--- src/rtl/uart_rx_fifo.sv ---
// UART receiver (8N1, or 8E1 when UART_RX_PARITY_EN is defined) feeding a small FWFT FIFO
// that is drained over a valid/ready stream; single clock clk_100p0, synchronous active-high rst.
module uart_rx_fifo #(
  parameter int CLKS_PER_BIT = 868,
  parameter int FIFO_DEPTH   = 4
) (
  input  logic       clk_100p0,
  input  logic       rst,
  input  logic       rx_pin,
  output logic [7:0] m_data,
  output logic       m_valid,
  input  logic       m_ready,
  output logic       rx_busy,
  output logic       frame_err,
  output logic       overrun_err,
  output logic       parity_err
);

  localparam int CW = $clog2(CLKS_PER_BIT);
  localparam int AW = $clog2(FIFO_DEPTH);

  localparam logic [CW-1:0] CNT_ZERO = {CW{1'b0}};
  localparam logic [CW-1:0] CNT_ONE  = {{(CW-1){1'b0}}, 1'b1};
  localparam logic [CW-1:0] CNT_HALF = CW'(CLKS_PER_BIT / 32'sd2 - 32'sd1);
  localparam logic [CW-1:0] CNT_FULL = CW'(CLKS_PER_BIT - 32'sd1);
  localparam logic [AW:0]   PTR_ZERO = {(AW+1){1'b0}};
  localparam logic [AW:0]   PTR_ONE  = {{AW{1'b0}}, 1'b1};

  typedef enum logic [2:0] {
    ST_IDLE   = 3'd0,
    ST_START  = 3'd1,
    ST_DATA   = 3'd2,
    ST_PARITY = 3'd3,
    ST_STOP   = 3'd4,
    ST_BREAK  = 3'd5
  } state_t;

  logic [1:0]    sync_r;
  logic          rxs_s;

  state_t        state_r;
  state_t        state_nxt_s;
  logic [CW-1:0] cnt_r;
  logic [CW-1:0] cnt_nxt_s;
  logic [2:0]    idx_r;
  logic [2:0]    idx_nxt_s;
  logic [7:0]    shift_r;
  logic [7:0]    shift_nxt_s;
  logic          push_s;
  logic          frame_s;
  logic          parity_s;

`ifdef UART_RX_PARITY_EN
  logic          par_r;
  logic          par_nxt_s;

  function automatic logic parity8(input logic [7:0] data);
    return ^data;
  endfunction
`endif

  logic [7:0]    mem_r [FIFO_DEPTH];
  logic [AW:0]   wr_ptr_r;
  logic [AW:0]   rd_ptr_r;
  logic [AW:0]   wr_ptr_nxt_s;
  logic [AW:0]   rd_ptr_nxt_s;
  logic          full_s;
  logic          rd_en_s;
  logic          wr_en_s;
  logic          overrun_s;
  logic [7:0]    head_nxt_s;

  assign rxs_s = sync_r[1];

  // Two-flop synchroniser for the asynchronous line, idling high
  always_ff @(posedge clk_100p0) begin
    if (rst) begin
      sync_r <= 2'b11;
    end else begin
      sync_r <= {sync_r[0], rx_pin};
    end
  end

  // Receiver state, bit timer, bit index and assembled byte
  always_ff @(posedge clk_100p0) begin
    if (rst) begin
      state_r <= ST_IDLE;
      cnt_r   <= CNT_ZERO;
      idx_r   <= 3'd0;
      shift_r <= 8'h00;
`ifdef UART_RX_PARITY_EN
      par_r   <= 1'b0;
`endif
    end else begin
      state_r <= state_nxt_s;
      cnt_r   <= cnt_nxt_s;
      idx_r   <= idx_nxt_s;
      shift_r <= shift_nxt_s;
`ifdef UART_RX_PARITY_EN
      par_r   <= par_nxt_s;
`endif
    end
  end

  // Frame decoder: half-bit timer from start edge, then full-bit timer to land on bit centres
  always_comb begin
    state_nxt_s = state_r;
    cnt_nxt_s   = cnt_r;
    idx_nxt_s   = idx_r;
    shift_nxt_s = shift_r;
    push_s      = 1'b0;
    frame_s     = 1'b0;
    parity_s    = 1'b0;
`ifdef UART_RX_PARITY_EN
    par_nxt_s   = par_r;
`endif
    case (state_r)
      ST_IDLE: begin
        if (!rxs_s) begin
          state_nxt_s = ST_START;
          cnt_nxt_s   = CNT_HALF;
        end else begin
          state_nxt_s = ST_IDLE;
        end
      end
      ST_START: begin
        if (cnt_r == CNT_ZERO) begin
          if (!rxs_s) begin
            state_nxt_s = ST_DATA;
            cnt_nxt_s   = CNT_FULL;
            idx_nxt_s   = 3'd0;
          end else begin
            state_nxt_s = ST_IDLE;
          end
        end else begin
          cnt_nxt_s = cnt_r - CNT_ONE;
        end
      end
      ST_DATA: begin
        if (cnt_r == CNT_ZERO) begin
          shift_nxt_s[idx_r] = rxs_s;
          cnt_nxt_s          = CNT_FULL;
          if (idx_r == 3'd7) begin
`ifdef UART_RX_PARITY_EN
            state_nxt_s = ST_PARITY;
`else
            state_nxt_s = ST_STOP;
`endif
          end else begin
            idx_nxt_s = idx_r + 3'd1;
          end
        end else begin
          cnt_nxt_s = cnt_r - CNT_ONE;
        end
      end
`ifdef UART_RX_PARITY_EN
      ST_PARITY: begin
        if (cnt_r == CNT_ZERO) begin
          par_nxt_s   = rxs_s;
          cnt_nxt_s   = CNT_FULL;
          state_nxt_s = ST_STOP;
        end else begin
          cnt_nxt_s = cnt_r - CNT_ONE;
        end
      end
`endif
      ST_STOP: begin
        if (cnt_r == CNT_ZERO) begin
          if (rxs_s) begin
            state_nxt_s = ST_IDLE;
`ifdef UART_RX_PARITY_EN
            // Even parity: data and parity bit together must XOR to zero
            if (parity8(shift_r) ^ par_r) begin
              parity_s = 1'b1;
            end else begin
              push_s = 1'b1;
            end
`else
            push_s = 1'b1;
`endif
          end else begin
            frame_s     = 1'b1;
            state_nxt_s = ST_BREAK;
          end
        end else begin
          cnt_nxt_s = cnt_r - CNT_ONE;
        end
      end
      ST_BREAK: begin
        if (rxs_s) begin
          state_nxt_s = ST_IDLE;
        end else begin
          state_nxt_s = ST_BREAK;
        end
      end
      default: begin
        state_nxt_s = ST_IDLE;
        cnt_nxt_s   = CNT_ZERO;
      end
    endcase
  end

  // FIFO control; a pop in the same cycle frees the slot a full-FIFO push needs
  always_comb begin
    full_s       = (wr_ptr_r[AW] != rd_ptr_r[AW]) &&
                   (wr_ptr_r[AW-1:0] == rd_ptr_r[AW-1:0]);
    rd_en_s      = m_valid && m_ready;
    wr_en_s      = push_s && (!full_s || rd_en_s);
    overrun_s    = push_s && full_s && !rd_en_s;
    wr_ptr_nxt_s = wr_en_s ? (wr_ptr_r + PTR_ONE) : wr_ptr_r;
    rd_ptr_nxt_s = rd_en_s ? (rd_ptr_r + PTR_ONE) : rd_ptr_r;
    if (wr_en_s && (wr_ptr_r[AW-1:0] == rd_ptr_nxt_s[AW-1:0])) begin
      head_nxt_s = shift_r;
    end else begin
      head_nxt_s = mem_r[rd_ptr_nxt_s[AW-1:0]];
    end
  end

  // FIFO pointers and storage
  always_ff @(posedge clk_100p0) begin
    if (rst) begin
      wr_ptr_r <= PTR_ZERO;
      rd_ptr_r <= PTR_ZERO;
    end else begin
      wr_ptr_r <= wr_ptr_nxt_s;
      rd_ptr_r <= rd_ptr_nxt_s;
      if (wr_en_s) begin
        mem_r[wr_ptr_r[AW-1:0]] <= shift_r;
      end
    end
  end

  // Registered stream and status outputs, pre-computed from next-cycle FIFO state
  always_ff @(posedge clk_100p0) begin
    if (rst) begin
      m_valid     <= 1'b0;
      m_data      <= 8'h00;
      rx_busy     <= 1'b0;
      frame_err   <= 1'b0;
      overrun_err <= 1'b0;
      parity_err  <= 1'b0;
    end else begin
      m_valid <= (wr_ptr_nxt_s != rd_ptr_nxt_s);
      if (wr_ptr_nxt_s != rd_ptr_nxt_s) begin
        m_data <= head_nxt_s;
      end
      rx_busy     <= (state_nxt_s != ST_IDLE);
      frame_err   <= frame_s;
      overrun_err <= overrun_s;
      parity_err  <= parity_s;
    end
  end

endmodule

--- config.mk ---
export PLATFORM = sky130hd
export DESIGN_NAME = uart_rx_fifo
export DESIGN_NICKNAME = d
export VERILOG_FILES = /design/src/rtl/uart_rx_fifo.sv
export SDC_FILE = /design/constraint.sdc
export NUM_CORES = 1
export LEC_CHECK = 0
export CAP_MARGIN = 20
export CORE_MARGIN = 2
export CORE_UTILIZATION = 45
export CTS_CLUSTER_SIZE = 24
export DETAILED_ROUTE_END_ITERATION = 10
export HOLD_SLACK_MARGIN = 0.02
export PLACE_DENSITY = 0.67
export SYNTH_ARGS = -nofsm -noshare
export SYNTH_HDL_FRONTEND = slang
export SYNTH_SLANG_ARGS = --single-unit
--- constraint.sdc ---
create_clock -name clk_100p0 -period 4 [get_ports clk_100p0]
set_clock_uncertainty 0.1 [all_clocks]
set_input_delay 0.4 -clock clk_100p0 [delete_from_list [all_inputs] [get_ports clk_100p0]]
set_output_delay 0.4 -clock clk_100p0 [all_outputs]
set_load 0.02 [all_outputs]
**Run 1: sequential cells grouped by signal name**

Scale bar: 20 um. Other sequential cells in the stronger grey, the rest of the logic in the fainter grey.
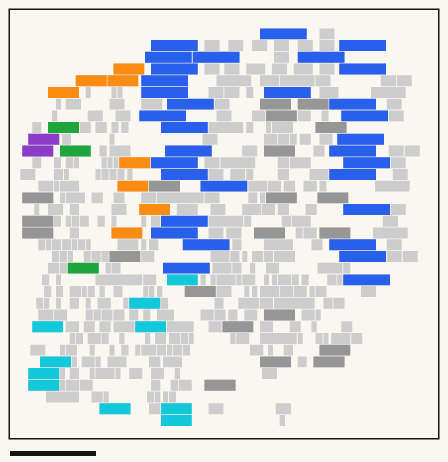
legend:
  purple:
    name_in_the_netlist: sync_r
    flops: 2
  orange:
    name_in_the_netlist: shift_r
    flops: 8
  cyan:
    name_in_the_netlist: cnt_r
    flops: 10
  blue:
    name_in_the_netlist: mem_r
    flops: 32
  green:
    name_in_the_netlist: idx_r
    flops: 3
Seq area share: 40.9%
post-layout util: 51.4%
seq pwr: 0.838 mW
Storage cell area: 0.00184 mm2

**Run 1: cell density map**

Scale bar: 20 um. The die is cut into 10 by 10 equal tiles; white is low, dark blue is high, 0 to 100% covered.
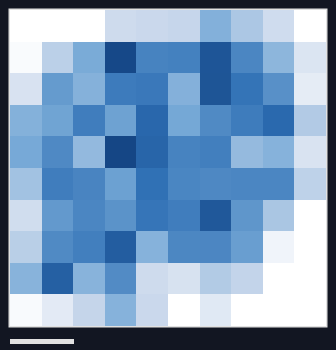
fullest tile: 91%
mean over tiles: 44%
nearly empty tiles: 12%
tiles over 75% full: 10%
densest ninth of the die: middle

**Run 1: supply network**

Scale bar: 20 um. Pins as bars on the die edge. Tap cells in grey.
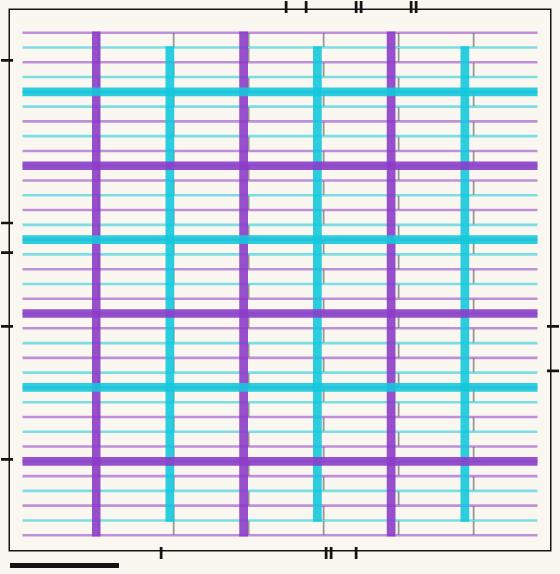
legend:
  purple:
    net: VSS
  cyan:
    net: VDD
met1 rails: 35
rows: 34
met4 straps: 6
met5 straps: 6
signal pins: 17

[run 1: layer usage]
metal  track usage [%]  vias to the layer above  routed length [um]
met5                 0                        -                   0
met4              6.95                        0                 110
met1              24.4                     1416                3960
met2              30.8                       57                4200
met3              2.88                       12                 299
li1                  -                     1424                   -
[run 1: placed cells by master (no fill, tap or decap), drive strengths merged, types with 12 or more instances in the layout]
cell	instances
o211ai	17
a21oi	15
nor2	36
nand2	28
o21ai	23
dfxtp	44
xnor2	12
clkdlybuf4s50	15
edfxtp	32
mux2i	40
[run 1: cell type report]
cell class,count,share of cell area [%]
Multi-Input combinational cell,274,46.4
Sequential cell,76,40.9
Timing Repair Buffer,21,4.33
Tap cell,108,3.00
Clock buffer,11,2.92
Clock inverter,5,1.89
Inverter,7,0.583
[run 1: flip-flops by register name (all words and copies together), names as in the netlist, 2 cells and up]
register and flops:
wr_ptr_r 3, sync_r 2, idx_r 3, state_r 3, rd_ptr_r 3, mem_r 32, cnt_r 10, m_data 8
shift_r 8
[run 1: kinds of logic (layout without fill, tap and decap cells)]
kind of cell / count (synthesis) / after routing / synth area share, %
simple gates: 124 / 124 / 16.2
flops: 76 / 76 / 45.0
compound gates: 75 / 75 / 13.8
mux: 48 / 48 / 14.2
buf+inv: 33 / 44 / 3.97
xor+xnor: 17 / 17 / 4.00
fa+ha+maj: 9 / 9 / 2.75
other cells: 1 / 1 / 0.0916
[run 1: power by group]
group | internal, mW | switching (mW)
registers | 0.814 | 0.0235
logic | 0.0730 | 0.117
clock network | 0.355 | 0.290
total | 1.24 | 0.430
==> Slide: Implementation Results, run 1 <==
Physical Implementation Snapshot

Synth
  – Area reported by Yosys stat: about 0.0041 mm2
  – Mapped Avg Cell Area: approximately 11 um2
  – Post-synth regs: 76
  – Syn nets: 396
  – Cell type with the largest total area: edfxtp_1
  – Commonest cells post-synth: 44 x dfxtp_1, 40 x mux2i_1, 36 x nor2_1

Detailed routing
  – Via total after detailed routing: approximately 2.9k
  – First-pass detailed-route iteration total: 4
  – Number of remaining DRC errors: 0
  – WL per Instance: between 15 and 20 um

Worst setup path
  – CP bufs+invs: 1
  – Depth of the most critical reg-to-reg path: 8

Floorplan
  – Rows: 34
  – Core box area: ~0.0088 mm2
  – Chip Width: ~99 um

GRT
  – Grt ovf: 0
  – Vias in the first global route: 2,914
  – First-pass GRT wire length: 14.3 mm
  – Largest net degree at the start of global routing: 34

Finish
  – # fillers: about 800
  – Layout Nets: around 400

Final timing
  – Final worst slack: between 0.9 and 1 ns
  – Max Freq: around 330 MHz
  – Slew HR: between 40% and 50%

Hold path
  – HP Class: reg2reg

Place
  – # port buffers: 15

Run status
  – Status: completed
**Run 1: placement view**

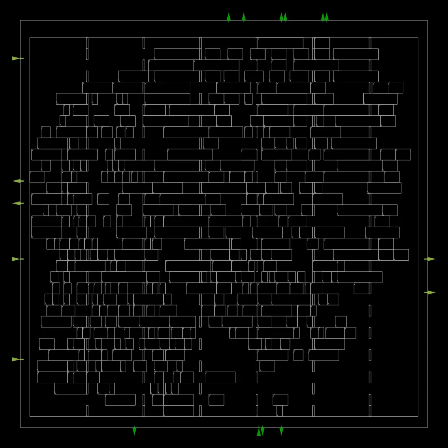

==> inputs of run 2 (changes only) <==
==> constraint.sdc (replaced) <==
create_clock -name clk_100p0 -period 2.8 [get_ports clk_100p0]
set_clock_uncertainty 0.1 [all_clocks]
set_input_delay 0.28 -clock clk_100p0 [delete_from_list [all_inputs] [get_ports clk_100p0]]
set_output_delay 0.28 -clock clk_100p0 [all_outputs]
set_load 0.02 [all_outputs]
**Run 2: placement view**

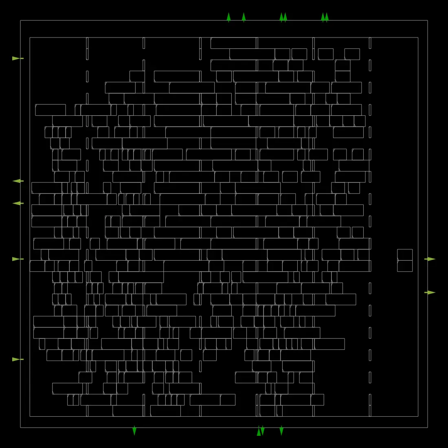
Seq cells: 76
post-layout util: 52.5%
Seq area share: 40.0%
core box area: 0.00876 mm2
final non-filler cell total: 513

**Run 2: cell density map**

Scale bar: 20 um. The die is cut into 10 by 10 equal tiles; white is low, dark blue is high, 0 to 100% covered.
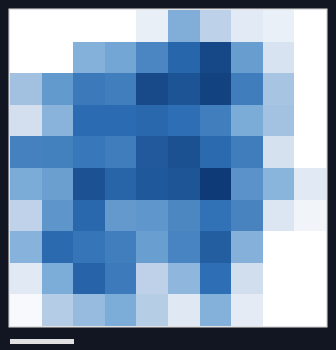
nearly empty tiles: 17%
fullest tile: 96%
emptiest ninth of the die: bottom right
tiles over 75% full: 22%
mean over tiles: 45%

==> Slide: Implementation Results, run 2 <==
Physical Implementation Snapshot

Hold path
  – Hold Path End: sync_r[1]
  – HP Class: reg2reg

Synth
  – Cell type with the largest total area: edfxtp_1
  – Syn nets: 396 (unchanged)
  – Commonest cells post-synth: 44 x dfxtp_1, 40 x mux2i_1, 36 x nor2_1
  – Mapped Avg Cell Area: 10.7 um2 (unchanged)
  – Post-synth regs: 76 (unchanged)
  – Area reported by Yosys stat: 0.00409 mm2 (unchanged)
  – Asr flop ratio synth: 0%

Worst setup path
  – Origin of the critical flop-to-flop path: cnt_r[1]
  – Arrival time of the worst setup path: between 2 and 2.5 ns
  – Data required, critical path: around 2.7 ns
  – CP bufs+invs: 1 (unchanged)

Finish
  – Storage cell area: 0.00184 mm2 (unchanged)
  – Max FFs per register: 32 (unchanged)
  – Layout Nets: 413 (+2.7%)
  – Design Area, Final: 0.00460 mm2
  – Most frequent logic cell in the layout: dfxtp_1
  – Most frequent cells in the layout: 44 x dfxtp_1, 40 x mux2i_1, 36 x nor2_1
  – # fillers: 770 (-3.6%)

Floorplan
  – Rows: 34 (unchanged)
  – Chip Width: 99.4 um (unchanged)

Run status
  – Status: completed

Detailed routing
  – WL per Instance: 16.3 um (-4.7%)
  – Via total after detailed routing: 2,950 (+1.4%)
  – Number of remaining DRC errors: 0 (unchanged)
  – First-pass detailed-route iteration total: 4 (unchanged)

GRT
  – Vias in the first global route: 2,898 (-0.55%)
  – Grt ovf: 0 (unchanged)
  – Largest net degree at the start of global routing: 34 (unchanged)
  – First-pass GRT wire length: 14.1 mm (-1.3%)

Clock tree
  – Htree depth: 3
  – Clk sink count: 76

Final timing
  – Max Freq: 390 MHz (+18%)
  – Final worst slack: 0.237 ns (-0.741 ns)
  – Fin crit share: between 90% and 100%
  – Slew HR: 44.1% (+2.8 points)

Power and ir drop
  – Overall power: around 2.4 mW

Place
  – # port buffers: 15 (unchanged)
[run 2: cell counts after synthesis]
Identical to the previous run, type by type.
[run 2: report_power, final]
part	switching (mW)	internal (mW)	leakage, nW
sequential	0.0247	1.16	0.653
clock	0.413	0.534	0.117
combinational	0.185	0.128	0.809
[run 2: layout make-up]
type / instances / share of cell area (%)
clock inverter: 6 / 2.07
tap: 108 / 2.94
sequential: 76 / 40.0
multi-input combinational: 274 / 45.4
inverter: 7 / 0.571
clock buffer: 10 / 2.99
timing repair buffer: 32 / 6.03
[run 2: cells by family after synthesis]
logic type	synth area share [%]
AND-OR/OR-AND	13.8
other	0.0916
adder cells (fa/ha/maj)	2.75
XOR/XNOR	4.00
flip-flops	45.0
multiplexers	14.2
buffers and inverters	3.97
AND/OR/NAND/NOR	16.2
[run 2: layer usage]
layer  global-route usage (%)  up-vias  share of wire, %
li1                         -     1447                 -
met1                     24.6     1434                47
met2                     29.2       57                48
met3                     2.32       12               3.4
met4                     7.90        0               2.1
met5                        0        -                 0
[run 2: worst reg2reg max path, cell delays in order, from the launching register on]
cell     delay, ns
dfxtp_1       0.36
inv_1         0.10
ha_1          0.15
nor3b_2       0.32
nand3_4       0.10
or3_1         0.53
nor2_1        0.18
and2_1        0.39
[run 2: worst max-delay path by stage]
stage | slack, ns | cells past startpoint | to
after global placement | 0.19 | 8 | m_data[2]
after floorplan | 0.30 | 7 | mem_r[3][0]
after detailed placement | 0.14 | 8 | m_data[6]
after global routing | 0.03 | 7 | mem_r[2][1]
final | 0.24 | 7 | mem_r[2][1]
after CTS | 0.21 | 7 | mem_r[2][1]
Power and IR drop assume default switching activity.
